`src/rtl/alu_wb_pkg.sv`:
```
// Shared definitions for the ALU result writeback block: FSM states,
// ALU select encodings and select classification helpers.
package alu_wb_pkg;

   typedef enum logic [1:0] {
      ST_IDLE  = 2'd0,
      ST_WB_LO = 2'd1,
      ST_WB_HI = 2'd2
   } wb_state_t;

   localparam logic [3:0] SEL_ADD = 4'd1;
   localparam logic [3:0] SEL_SUB = 4'd2;
   localparam logic [3:0] SEL_AND = 4'd3;
   localparam logic [3:0] SEL_OR  = 4'd4;
   localparam logic [3:0] SEL_XOR = 4'd5;
   localparam logic [3:0] SEL_NOT = 4'd6;
   localparam logic [3:0] SEL_SHL = 4'd7;
   localparam logic [3:0] SEL_SHR = 4'd8;
   localparam logic [3:0] SEL_ROR = 4'd9;
   localparam logic [3:0] SEL_ROL = 4'd10;
   localparam logic [3:0] SEL_DIV = 4'd11;
   localparam logic [3:0] SEL_MUL = 4'd12;

   // DIV and MUL produce a meaningful upper half and need a second beat.
   function automatic logic is_wide(input logic [3:0] sel);
      return (sel == SEL_DIV) || (sel == SEL_MUL);
   endfunction

   function automatic logic is_legal(input logic [3:0] sel);
      return (sel >= SEL_ADD) && (sel <= SEL_MUL);
   endfunction

endpackage

```
`src/rtl/alu_flag_gen.sv`:
```
// Combinational zero/negative flag computation for a captured ALU result.
// MUL flags look at the full double-width product; all other ops use LO.
module alu_flag_gen
   import alu_wb_pkg::*;
#(
   parameter int DATA_W = 32
) (
   input  logic [2*DATA_W-1:0] i_result,
   input  logic [3:0]          i_select,
   output logic                o_z,
   output logic                o_n
);

   logic w_full;

   assign w_full = (i_select == SEL_MUL);

   // Pick the flag source width based on the op.
   always_comb begin
      o_z = 1'b0;
      o_n = 1'b0;
      if (w_full) begin
         o_z = (i_result == '0);
         o_n = i_result[2*DATA_W-1];
      end else begin
         o_z = (i_result[DATA_W-1:0] == '0);
         o_n = i_result[DATA_W-1];
      end
   end

endmodule

```
`src/rtl/alu_result_writeback.sv`:
```
// ALU result writeback: latches an ALU result on capture and writes LO (and
// HI for DIV/MUL) to the register file over a valid/ready handshake.
// Optional flag outputs z_flag/n_flag are built when ALU_WB_FLAGS_EN is defined.
module alu_result_writeback
   import alu_wb_pkg::*;
#(
   parameter int DATA_W = 32
) (
   input  logic                clk,
   input  logic                clr_n,
   input  logic [2*DATA_W-1:0] alu_result,
   input  logic [3:0]          alu_select,
   input  logic                capture,
   output logic                busy,
   output logic [DATA_W-1:0]   zlo,
   output logic [DATA_W-1:0]   zhi,
   output logic                wb_valid,
   input  logic                wb_ready,
   output logic [DATA_W-1:0]   wb_data,
   output logic                wb_dest,
   output logic                done,
   output logic                illegal
`ifdef ALU_WB_FLAGS_EN
   ,
   output logic                z_flag,
   output logic                n_flag
`endif
);

   wb_state_t         r_state, w_next;
   logic [DATA_W-1:0] r_zlo, r_zhi;
   logic              r_wide, r_done, r_illegal;
   logic              w_accept, w_reject, w_last;

   // Next state and handshake outputs; capture only looked at in IDLE.
   always_comb begin
      w_next   = r_state;
      w_accept = 1'b0;
      w_reject = 1'b0;
      w_last   = 1'b0;
      busy     = 1'b0;
      wb_valid = 1'b0;
      wb_data  = '0;
      wb_dest  = 1'b0;
      case (r_state)
         ST_IDLE: begin
            if (capture) begin
               if (is_legal(alu_select)) begin
                  w_accept = 1'b1;
                  w_next   = ST_WB_LO;
               end else begin
                  w_reject = 1'b1;
               end
            end
         end
         ST_WB_LO: begin
            busy     = 1'b1;
            wb_valid = 1'b1;
            wb_data  = r_zlo;
            if (wb_ready) begin
               if (r_wide) begin
                  w_next = ST_WB_HI;
               end else begin
                  w_next = ST_IDLE;
                  w_last = 1'b1;
               end
            end
         end
         ST_WB_HI: begin
            busy     = 1'b1;
            wb_valid = 1'b1;
            wb_data  = r_zhi;
            wb_dest  = 1'b1;
            if (wb_ready) begin
               w_next = ST_IDLE;
               w_last = 1'b1;
            end
         end
         default: w_next = ST_IDLE;
      endcase
   end

   // State register.
   always_ff @(posedge clk) begin
      if (!clr_n) r_state <= ST_IDLE;
      else        r_state <= w_next;
   end

   // Result registers; HI is cleared for narrow ops so it never shows stale data.
   always_ff @(posedge clk) begin
      if (!clr_n) begin
         r_zlo  <= '0;
         r_zhi  <= '0;
         r_wide <= 1'b0;
      end else if (w_accept) begin
         r_zlo  <= alu_result[DATA_W-1:0];
         r_zhi  <= is_wide(alu_select) ? alu_result[2*DATA_W-1:DATA_W] : '0;
         r_wide <= is_wide(alu_select);
      end
   end

   // One-cycle status pulses.
   always_ff @(posedge clk) begin
      if (!clr_n) begin
         r_done    <= 1'b0;
         r_illegal <= 1'b0;
      end else begin
         r_done    <= w_last;
         r_illegal <= w_reject;
      end
   end

   assign zlo     = r_zlo;
   assign zhi     = r_zhi;
   assign done    = r_done;
   assign illegal = r_illegal;

`ifdef ALU_WB_FLAGS_EN
   logic w_z, w_n, r_z, r_n;

   alu_flag_gen #(.DATA_W(DATA_W)) u_flag_gen (
      .i_result (alu_result),
      .i_select (alu_select),
      .o_z      (w_z),
      .o_n      (w_n)
   );

   // Flags follow every legal capture and hold otherwise.
   always_ff @(posedge clk) begin
      if (!clr_n) begin
         r_z <= 1'b0;
         r_n <= 1'b0;
      end else if (w_accept) begin
         r_z <= w_z;
         r_n <= w_n;
      end
   end

   assign z_flag = r_z;
   assign n_flag = r_n;
`endif

endmodule

```
`config.mk`:
```
export PLATFORM = sky130hd
export DESIGN_NAME = alu_result_writeback
export DESIGN_NICKNAME = d
export VERILOG_FILES = /design/src/rtl/alu_wb_pkg.sv /design/src/rtl/alu_flag_gen.sv /design/src/rtl/alu_result_writeback.sv
export SDC_FILE = /design/constraint.sdc
export NUM_CORES = 1
export LEC_CHECK = 0
export ABC_AREA = 1
export CAP_MARGIN = 40
export CORE_MARGIN = 10
export CORE_UTILIZATION = 43
export CTS_BUF_LIST = sky130_fd_sc_hd__clkbuf_16
export CTS_CLUSTER_SIZE = 14
export DETAILED_ROUTE_END_ITERATION = 8
export PLACE_DENSITY = 0.87
export SLEW_MARGIN = 10
export SYNTH_ARGS = -nofsm -noshare
export SYNTH_HDL_FRONTEND = slang
export SYNTH_SLANG_ARGS = --single-unit
```
`constraint.sdc`:
```
create_clock -name clk -period 2.2 [get_ports clk]
set_input_delay 0.44 -clock clk [delete_from_list [all_inputs] [get_ports clk]]
set_output_delay 0.44 -clock clk [all_outputs]
set_load 0.01 [all_outputs]
```
placement.png
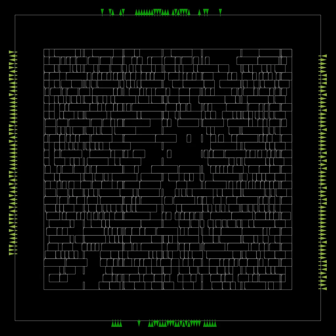
fill cell total of the finished layout: 584
tapcells inserted: 99
count of flip-flops and latches: 69

layer_met1.png
(4 px per um) Supply wires on this layer in grey. Cells faint in the background.
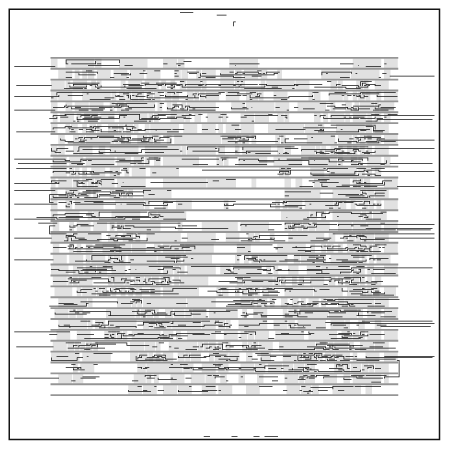
wire length on this layer: 4,910 um
nets with wire on the layer: 626
share of all routed wire: 37%
main direction: horizontal
longest straight run: 31.2 um

placement_by_type.png
(3 px per um)
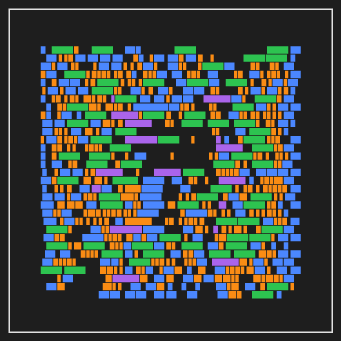
legend:
  blue:
    class: other buffers and delay cells
    cells: 191
    share_of_their_area: 35%
  purple:
    class: clock drivers and dummy loads
    cells: 16
    share_of_their_area: 6.0%
  green:
    class: flops
    cells: 69
    share_of_their_area: 26%
  orange:
    class: combinational and other logic
    cells: 365
    share_of_their_area: 32%

==> reports/results.txt <==
CTS tree - yes
Top cell area share - 0.423
number of sinks driven by the clock tree - 69
relative contribution of the clock network to total power - 0.359
share of cells above drive strength 1 - 0.115
max frequency - 467 MHz
met1 global-route usage - 0.231
Comb gate area - 0.00164 mm2
final slew viol count - 0
Netlist Area Pre-Place - 0.00327 mm2
Worst Clk Skew - 0.00493 ns
TNS Setup - 0 ns
Top cells excl fill/tap - 204 x nand2_1, 138 x clkdlybuf4s50_1, 98 x a21oi_1
DRC violation total after the first TritonRoute iteration - 181
Final setup violation count - 0
WHS Path Cells - 2
yosys adder share - 0.0115
mean instance size in the synthesized netlist - 6.91 um2
largest family of logic cells by area - simple AND/OR/NAND/NOR gates
smallest hold slack - 0.479 ns
Core Util at FP - 0.446
clk slew on worst S/H paths - 0.05 ns
clk ins delay skew pair - 0.33 ns
most numerous logic cell after layout - nand2_1
final cell area excluding filler cells - 0.00536 mm2
count of warning messages emitted by the tools - 30
antenna violations before repair - 0
sequential cell area in the final layout - 0.00139 mm2
Area contributors post-synth - dfxtp_1 42%, nand2_1 23%, a21oi_1 15%
total I/O pin count - 173
global-route met3 utilization - 0.0934
final estimated routing congestion in global placement - 0.820
Tmin final - 2.14 ns
via total after detailed routing - 3,815
routed length on met2 - 6.31 mm
areal power density over the cells - 794 mW/mm2
global-route track usage on met2 - 0.366
classification of the worst-slack hold path - flop to flop
remaining max-slew budget at the tightest pin - 0.751
# port buffers - 172
hold violation count in the final report - 0
met3 wirelength from detailed routing - 1.53 mm
Arr. time, crit path - 1.70 ns
number of instances in the synthesized netlist - 473
iteration tally of the first detailed-router pass - 5
count of cell types in the netlist - 21
Worst VDD drop - 0.000601 V
ys cells - 473
fraction of power consumed by sequential logic - 0.333
count of placed standard cells including taps - 722
relative area change from synthesis to final layout - 64.2%
total clock buffers created by CTS - 9
Critical Path Sink Type - primary output
RSZ-0062 raised after global routing - true
Post-synth regs - 69
fin crit share - 0.974
routed len/inst - 17.7 um
Sw Ratio - 0.309
Post-route DRC - 0
status - finished, final reports clean
cell area after placement - 0.00512 mm2
cell count of the worst reg-to-reg path - 8
maximum capacitance violations - 0
fraction of synthesized cell area in xor and xnor cells - 0
residual overflow from global routing - 0
cell type with the highest aggregate area in the netlist - dfxtp_1
DP Wirelength - 9.69 mm
Row Count - 31
width of the die - 107 um
Core ar. - 0.00733 mm2
Worst Tran Pin Value - 0.371 ns
Simple-Gate Area Share - 0.255
floorplan net count - 548
pin count of the biggest net entering global routing - 36
Total Power - 4.26 mW
highest metal layer with signal wires - met4
final cell utilization of the core - 0.732
internal power component - 2.94 mW
leakage power total - 1.96 nW
chip area line of the yosys report - 0.00327 mm2
Routed Wire Length - 13.1 mm
global-route wire length before repair - 19.9 mm
Chip Footprint - 0.0115 mm2
setup slack after layout - 0.0570 ns
maximum count of clock buffers along a single path - 2
share of power burned in combinational logic - 0.308
Final Instance Count excl. Fillers - 740
H-tree level count - 3
ANT nets after route - 0
required time of the critical path - 1.76 ns
CP Max Fanout - 17
Top Usage Layer GRT - met2
via count normalized by instance count - 5.16
cell chosen for the clock root - clkbuf_16
category of the worst setup path launch point - flop
synthesized-area fraction occupied by ao, oa, aoi and oai cells - 0.230
number of global-route vias before repair - 3,825
Die H - 107 um
ant diodes - 0
synthesis warning total - 0
Mux cell area share - 0
power spent charging and discharging nets - 1.32 mW
number of nets in the final layout - 711
Post-synth seq share - 0.423
path type of the worst setup path - flop to primary output
-- synth_stat cells --
cell,n
inv_2,1
nor3_1,1
o21ai_2,1
clkbuf_1,23
a21boi_1,12
a21boi_0,20
nand2_2,2
inv_1,10
ha_1,3
a211oi_1,1
nand4_1,1
nand3_1,4
nand2_1,204
buf_4,7
nor2_2,1
a21oi_1,99
dfxtp_1,69
nor2_1,5
buf_2,2
buf_6,6
buf_1,1
-- registers in the layout, summed over array words and instances, names as in the netlist --
| register | flops |
|---|---|
| illegal | 1 |
| zlo | 32 |
| r_state | 2 |
| zhi | 32 |
| done | 1 |
| r_wide | 1 |
-- repair_timing --
item	CTS	global route
buffers inserted	0	0
gates resized	41	64
setup endpoints to repair	32	35
cloned	1	1
hold buffers	0	0
-- worst paths after layout --
path / from / endpoint / slack, ns
max: r_state[0] / wb_dest / 0.06
max reg2reg: r_state[0] / zhi[18] / 0.62
min reg2reg: zhi[26] / zhi[26] / 0.48
min: zhi[26] / zhi[26] / 0.48
-- power groups by stage --
stage | registers [mW] | clock network (mW) | logic, mW
floorplan | 1.45 | 0 | 0.607
global placement | 1.43 | 0 | 1.21
detailed placement | 1.44 | 0 | 1.23
CTS | 1.41 | 1.55 | 1.28
global route | 1.43 | 1.60 | 1.41
finish | 1.42 | 1.53 | 1.31
-- worst max-delay path, stage by stage, from the launching register on --
cell and delay (ns):
dfxtp_4 0.35, inv_1 0.08, ha_2 0.23, buf_12 0.16, clkdlybuf4s50_1 0.55
-- area by class of cell --
class / instances / area share
timing repair buffer: 191 / 0.346
multi-input combinational: 354 / 0.306
sequential: 69 / 0.258
clock buffer: 9 / 0.0420
tap: 99 / 0.0231
clock inverter: 7 / 0.0168
inverter: 11 / 0.00770
No activity file was given, so power comes from the tool's default toggle rates.
